**src/rtl/hex_loader_if.sv**
```systemverilog
// hex_loader_if: character stream in, instruction-memory write port out
interface hex_loader_if;
  logic        in_valid;
  logic [7:0]  in_data;
  logic        in_ready;
  logic        wr_en;
  logic [31:0] wr_addr;
  logic [31:0] wr_data;
  modport slave (input in_valid, in_data, output in_ready, wr_en, wr_addr, wr_data);
  modport master (output in_valid, in_data, input in_ready, wr_en, wr_addr, wr_data);
endinterface

```
**src/rtl/hex_loader.sv**
```systemverilog
// hex_loader: packs LF-terminated 8-digit ASCII hex lines into IM words at consecutive addresses
module hex_loader #(
  parameter int          DEPTH = 4096,
  parameter logic [31:0] BASE  = 32'h0000_3000
) (
  input  logic         clk,
  input  logic         reset,
  hex_loader_if.slave  bus,
  output logic [12:0]  word_cnt,
  output logic         err,
  output logic         full,
  output logic         done
);
  typedef enum logic [1:0] {COLLECT, SKIP, WRITE, DONE} state_t;
  localparam logic [7:0]  LF = 8'h0a, CR = 8'h0d, SP = 8'h20, EOT = 8'h04;
  localparam logic [12:0] DEPTH_C = 13'(DEPTH);
  state_t      state, state_n;
  logic [31:0] word, word_n;
  logic [3:0]  dcnt, dcnt_n;
  logic [12:0] wcnt_n;
  logic        err_n, full_n;
  logic [7:0]  c;
  logic        is_dec, is_alpha, is_hex, acc;
  logic [3:0]  nib;
  assign c        = bus.in_data;
  assign is_dec   = c >= 8'h30 && c <= 8'h39;
  assign is_alpha = (c >= 8'h61 && c <= 8'h66) || (c >= 8'h41 && c <= 8'h46);
  assign is_hex   = is_dec || is_alpha;
  assign nib      = is_dec ? c[3:0] : c[3:0] + 4'd9;
  assign bus.in_ready = state == COLLECT || state == SKIP;
  assign acc      = bus.in_valid && bus.in_ready;
  assign bus.wr_en   = state == WRITE && !full;
  assign bus.wr_data = word;
  assign bus.wr_addr = BASE + {17'd0, word_cnt, 2'b00};
  assign done     = state == DONE;
  always_comb begin
    state_n = state;
    word_n  = word;
    dcnt_n  = dcnt;
    wcnt_n  = word_cnt;
    err_n   = err;
    full_n  = full;
    case (state)
      COLLECT: if (acc) begin
        if (is_hex) begin
          if (dcnt == 4'd8) begin
            err_n   = 1'b1;
            state_n = SKIP;
          end else begin
            word_n = {word[27:0], nib};
            dcnt_n = dcnt + 4'd1;
          end
        end else if (c == LF) begin
          if (dcnt == 4'd8) state_n = WRITE;
          else if (dcnt != 4'd0) begin
            err_n  = 1'b1;
            dcnt_n = 4'd0;
          end
        end else if (c == EOT) begin
          err_n   = err || dcnt != 4'd0;
          state_n = DONE;
        end else if (c != CR && c != SP) begin
          err_n   = 1'b1;
          state_n = SKIP;
        end
      end
      SKIP: if (acc) begin
        if (c == LF) begin
          dcnt_n  = 4'd0;
          state_n = COLLECT;
        end else if (c == EOT) state_n = DONE;
      end
      WRITE: begin
        // once full, further complete lines are flagged and dropped
        if (full) err_n = 1'b1;
        else begin
          wcnt_n = word_cnt + 13'd1;
          full_n = word_cnt + 13'd1 == DEPTH_C;
        end
        dcnt_n  = 4'd0;
        word_n  = 32'd0;
        state_n = COLLECT;
      end
      default: ;
    endcase
  end
  always_ff @(posedge clk or negedge reset) begin
    if (!reset) begin
      state    <= COLLECT;
      word     <= 32'd0;
      dcnt     <= 4'd0;
      word_cnt <= 13'd0;
      err      <= 1'b0;
      full     <= 1'b0;
    end else begin
      state    <= state_n;
      word     <= word_n;
      dcnt     <= dcnt_n;
      word_cnt <= wcnt_n;
      err      <= err_n;
      full     <= full_n;
    end
  end
endmodule

```
**src/flat_wrapper.sv**
```systemverilog
// flat-port wrapper written by rule: the top's interface ports become plain ports
module hex_loader_flat 
#(
  parameter int          DEPTH = 4096,
  parameter logic [31:0] BASE  = 32'h0000_3000
)
  (clk, reset, word_cnt, err, full, done, bus_in_valid, bus_in_data, bus_in_ready, bus_wr_en, bus_wr_addr, bus_wr_data);
  hex_loader_if bus_i ();
  input  logic clk;
  input  logic reset;
  output logic [12:0] word_cnt;
  output logic err;
  output logic full;
  output logic done;
  input wire logic [$bits(bus_i.in_valid)-1:0] bus_in_valid;
  input wire logic [$bits(bus_i.in_data)-1:0] bus_in_data;
  output wire logic [$bits(bus_i.in_ready)-1:0] bus_in_ready;
  output wire logic [$bits(bus_i.wr_en)-1:0] bus_wr_en;
  output wire logic [$bits(bus_i.wr_addr)-1:0] bus_wr_addr;
  output wire logic [$bits(bus_i.wr_data)-1:0] bus_wr_data;
  assign bus_i.in_valid = bus_in_valid;
  assign bus_i.in_data = bus_in_data;
  assign bus_in_ready = bus_i.in_ready;
  assign bus_wr_en = bus_i.wr_en;
  assign bus_wr_addr = bus_i.wr_addr;
  assign bus_wr_data = bus_i.wr_data;
  hex_loader #(.DEPTH(DEPTH), .BASE(BASE)) u_core (.clk(clk), .reset(reset), .bus(bus_i), .word_cnt(word_cnt), .err(err), .full(full), .done(done));
endmodule
```
**config.mk**
```make
export PLATFORM = sky130hd
export DESIGN_NAME = hex_loader_flat
export DESIGN_NICKNAME = d
export VERILOG_FILES = /design/src/rtl/hex_loader_if.sv /design/src/rtl/hex_loader.sv /design/src/flat_wrapper.sv
export SDC_FILE = /design/constraint.sdc
export NUM_CORES = 1
export LEC_CHECK = 0
export CORE_ASPECT_RATIO = 0.6
export CORE_UTILIZATION = 49
export DETAILED_ROUTE_END_ITERATION = 16
export PLACE_DENSITY_LB_ADDON = 0.2
export RECOVER_POWER = 50
export SYNTH_ARGS = -nofsm -noshare
export SYNTH_HDL_FRONTEND = slang
export SYNTH_SLANG_ARGS = --single-unit
```
**constraint.sdc**
```tcl
create_clock -name clk -period 2.6 [get_ports clk]
set_input_delay 0.52 -clock clk [delete_from_list [all_inputs] [get_ports clk]]
set_output_delay 0.52 -clock clk [all_outputs]
set_load 0.05 [all_outputs]
```
==> run notes <==
• **result of the run** finished clean
• **number of unique standard cell types used by synthesis** 52
• **total core area** 6330 µm²
• **vias in the first global route** 2553
• **clock tree root buffer cell** clkbuf_16
• **time the final worst path needs with I/O delays and setup** 2.55 ns
• **most instantiated logic cells after routing** clkdlybuf4s50_1, dfrtp_1, mux2i_1
• **post-synth tally of flip-flops with integrated enable** 0
• **CTS H-tree lvls** 2
• **num ports** 93
• **final hold violation count** 0
• **chip area estimate from yosys synthesis** 3330 µm²
• **clock-pin slew on the worst setup and hold paths** 0.07 ns
• **gpl congestion** 0.873
• **Clock power frac** 0.164
• **cell count after placement** 482
• **number of antenna violations at the first check in global routing** 0
• **fin. max-slew vios** 0
• **internal portion of total power** 0.00217 W
• **leakage power figure** 2.09 nW
• **Net Sw Frac** 0.484
• **Gates resized, CTS repair** 0
• **metal3 WL** 521 µm
• **area grow syn2layout** 31.9%
• **drt wl/cell** 15.3 µm
• **Die Width** 108 µm
• **net count of the finished layout** 433
• **violation tally from detailed-route iteration zero** 80
• **Core Density at Floorplan** 0.527
• **clk buf depth** 2
• **gate count of the mapped netlist** 324
• **CP Class** in2reg
• **pin slew with the least headroom to its limit** 1.30 ns
• **global-route usage over all layers** 0.231
• **DRC viols** 0
• **final non-filler cell area** 4400 µm²
• **power spent charging and discharging nets** 0.00203 W
• **required time of the critical path** 2.78 ns
• **max_slew headroom** 0.132
• **post-cts hold-fix buffer tally** 0
• **sequential-to-total area share from yosys stat** 0.398
• **worst min path class** reg2reg
• **max capacitance violation total** 0
• **Worst Setup End Kind** register
• **# Cells Yosys** 324
• **M3 GR Usage** 0.0581
• **post-route insts no fill** 493
• **met1 routed wirelength after detailed routing** 3780 µm
• **post-route core utilization** 0.695
• **Worst IR Drop VDD** 0.000741 V
• **kind of start point of the critical path** primary input
• **Yosys Warn Count** 0
• **Comb power frac** 0.530
• **GRT overflow** 0
• **final wirelength** 7550 µm
• **die height** 65.9 µm
• **met1 Use GR** 0.341
• **clock tree from TritonCTS** built
• **number of port buffers** 74
• **GR Util met2** 0.337
• **number of endpoints failing setup at the final stage** 0
• **hold slack** 0.496 ns
• **iteration count of the initial detailed-routing pass** 4
• **wire length of the first global-routing pass** 12800 µm
• **arrival time at the worst endpoint** 2.73 ns
• **proportion of power drawn by flip-flops and latches** 0.306
• **unrepaired setup endpoints after global routing** yes
• **number of setup buffers added after CTS** 0
• **CTS Sinks** 53
• **synthesized area per cell** 10.3 µm²
• **highest clock frequency the design can meet** 0.392 GHz
• **setup TNS** 0 ns
• **power density over the cells** 956 nW/µm²
• **largest fanout on the critical path** 5
• **top layer in use** met4
• **number of cell rows** 22
• **pin count of the biggest net entering global routing** 54
• **wire length on met2** 3160 µm
• **summed instance area of the synthesized netlist** 3330 µm²
• **overall power consumption** 0.00421 W
• **stage-log warning count** 36
• **placed standard-cell area** 4210 µm²
• **Via-to-Cell Ratio** 5.44
• **via count** 2683
• **post-route fraction of the period consumed by the critical path** 0.982
• **tally of nets with antenna violations remaining after routing** 0
• **total die size** 7150 µm²
• **fill cell total of the finished layout** 497
• **pre-CTS setup slack** -0.330 ns
• **Most used DFF post-synth** dfrtp_1
• **number of synthesized register bits** 53
• **final worst-path setup slack** 0.0475 ns
• **grt peak-use layer** met1
• **share of layout cells above drive strength 1** 0.142
• **Async SR Flop Fraction** 1.00
• **count of antenna diodes in the layout** 0
• **detailed placer's ending HPWL** 5280 µm
==> logic make-up after synthesis <==
family,Yosys count,share of synthesized area
AND/OR/NAND/NOR,77,0.131
AND-OR/OR-AND,69,0.170
buffers and inverters,61,0.104
flip-flops,53,0.398
multiplexers,35,0.107
adder cells (fa/ha/maj),14,0.0525
XOR/XNOR,14,0.0368
other,1,0.00112
==> critical path, stage by stage <==
cell             delay (ns)
clkdlybuf4s50_1        0.43
inv_2                  0.13
ha_4                   0.16
o21bai_4               0.07
a2111oi_4              0.45
buf_4                  0.21
nor3_1                 0.04
or3b_2                 0.45
a32o_1                 0.26
==> state kept, by name, indices dropped and copies added, names as in the netlist <==
signal	count
u_core.full	1
u_core.err	1
u_core.state	2
u_core.dcnt	4
u_core.bus.wr_data	32
u_core.word_cnt	13
==> synth_stat cells, types with 2 or more instances <==
master | number | area share
o21ai_0 | 14 | 0.021
a211o_1 | 2 | 0.0053
clkbuf_1 | 11 | 0.012
nor2_1 | 9 | 0.010
a32o_1 | 2 | 0.0060
nor3b_1 | 2 | 0.0045
a21o_1 | 2 | 0.0045
dfrtp_1 | 53 | 0.40
nor3_1 | 6 | 0.0090
or2_2 | 3 | 0.0056
a2bb2oi_1 | 2 | 0.0053
ha_1 | 14 | 0.053
buf_4 | 28 | 0.063
nand4_1 | 7 | 0.013
xor2_1 | 3 | 0.0079
and2_1 | 4 | 0.0075
a31o_2 | 2 | 0.0053
and3_1 | 2 | 0.0038
buf_2 | 5 | 0.0075
mux2i_1 | 31 | 0.093
nand3_1 | 11 | 0.017
nand2b_1 | 5 | 0.0094
mux2_2 | 4 | 0.014
a21oi_1 | 4 | 0.0060
and3b_1 | 3 | 0.0079
and4_1 | 2 | 0.0053
inv_1 | 15 | 0.017
nor4_1 | 4 | 0.0075
nand2_1 | 13 | 0.015
xnor2_1 | 11 | 0.029
a22o_1 | 4 | 0.011
o2bb2ai_1 | 26 | 0.068
==> layout make-up <==
class                      count  area, µm²  area share
clock buffer                   6        139      0.0316
clock inverter                 2       13.8     0.00313
inverter                      15       56.3      0.0128
multi-input combinational    227       1770       0.401
sequential                    53       1330       0.301
tap                           84        105      0.0239
timing repair buffer         106        993       0.226
==> power groups by stage <==
stage	registers (W)	logic, W	clock network, W
global route	0.00132	0.00237	0.000743
finish	0.00129	0.00223	0.000688
floorplan	0.00185	0.000992	0
global placement	0.00130	0.00223	0
CTS	0.00129	0.00226	0.000699
detailed placement	0.00130	0.00225	0
==> worst paths after layout <==
check	start	endpoint	slack, ns	cells after the start
setup reg to reg	u_core.dcnt[0]$_DFFE_PN0P_	u_core.bus.wr_data[2]$_DFFE_PN0P_	0.43	7
hold / removal	u_core.err$_DFFE_PN0P_	u_core.err$_DFFE_PN0P_	0.50	1
hold reg to reg	u_core.err$_DFFE_PN0P_	u_core.err$_DFFE_PN0P_	0.50	1
max in group asynchronous	reset	u_core.bus.wr_data[18]$_DFFE_PN0P_	1.22	2
setup / recovery	bus_in_data[1]	u_core.bus.wr_data[2]$_DFFE_PN0P_	0.05	9
min in group asynchronous	reset	u_core.state[1]$_DFFE_PN0P_	0.59	2
Figure 1. Placed cells, one colour a class.
(4 px per µm) Fill, decap, tap and diode cells in grey.
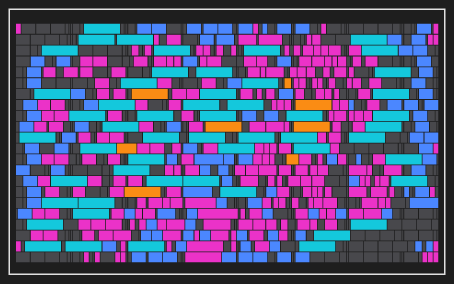
- remaining logic cells: magenta (cells 242)
- registers: cyan (cells 53)
- remaining buffers and delay cells: blue (cells 106)
- clock drivers and dummy loads: orange (cells 8)

Figure 2. Clock routing.
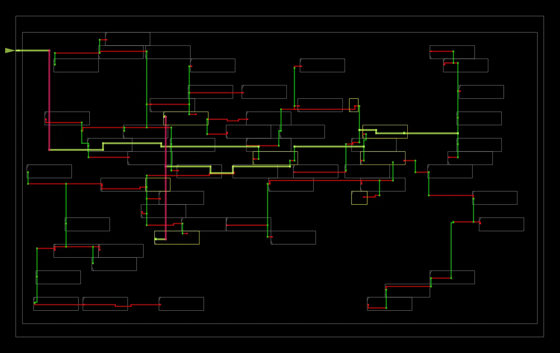
Fin Clk Skew: 0.00466 ns
flop count: 53
Clk Latency, worst-skew pair: 0.29 ns
Inserted Clock Buffers: 5

Power figures rest on the tool's default switching activity, not on a simulated workload.
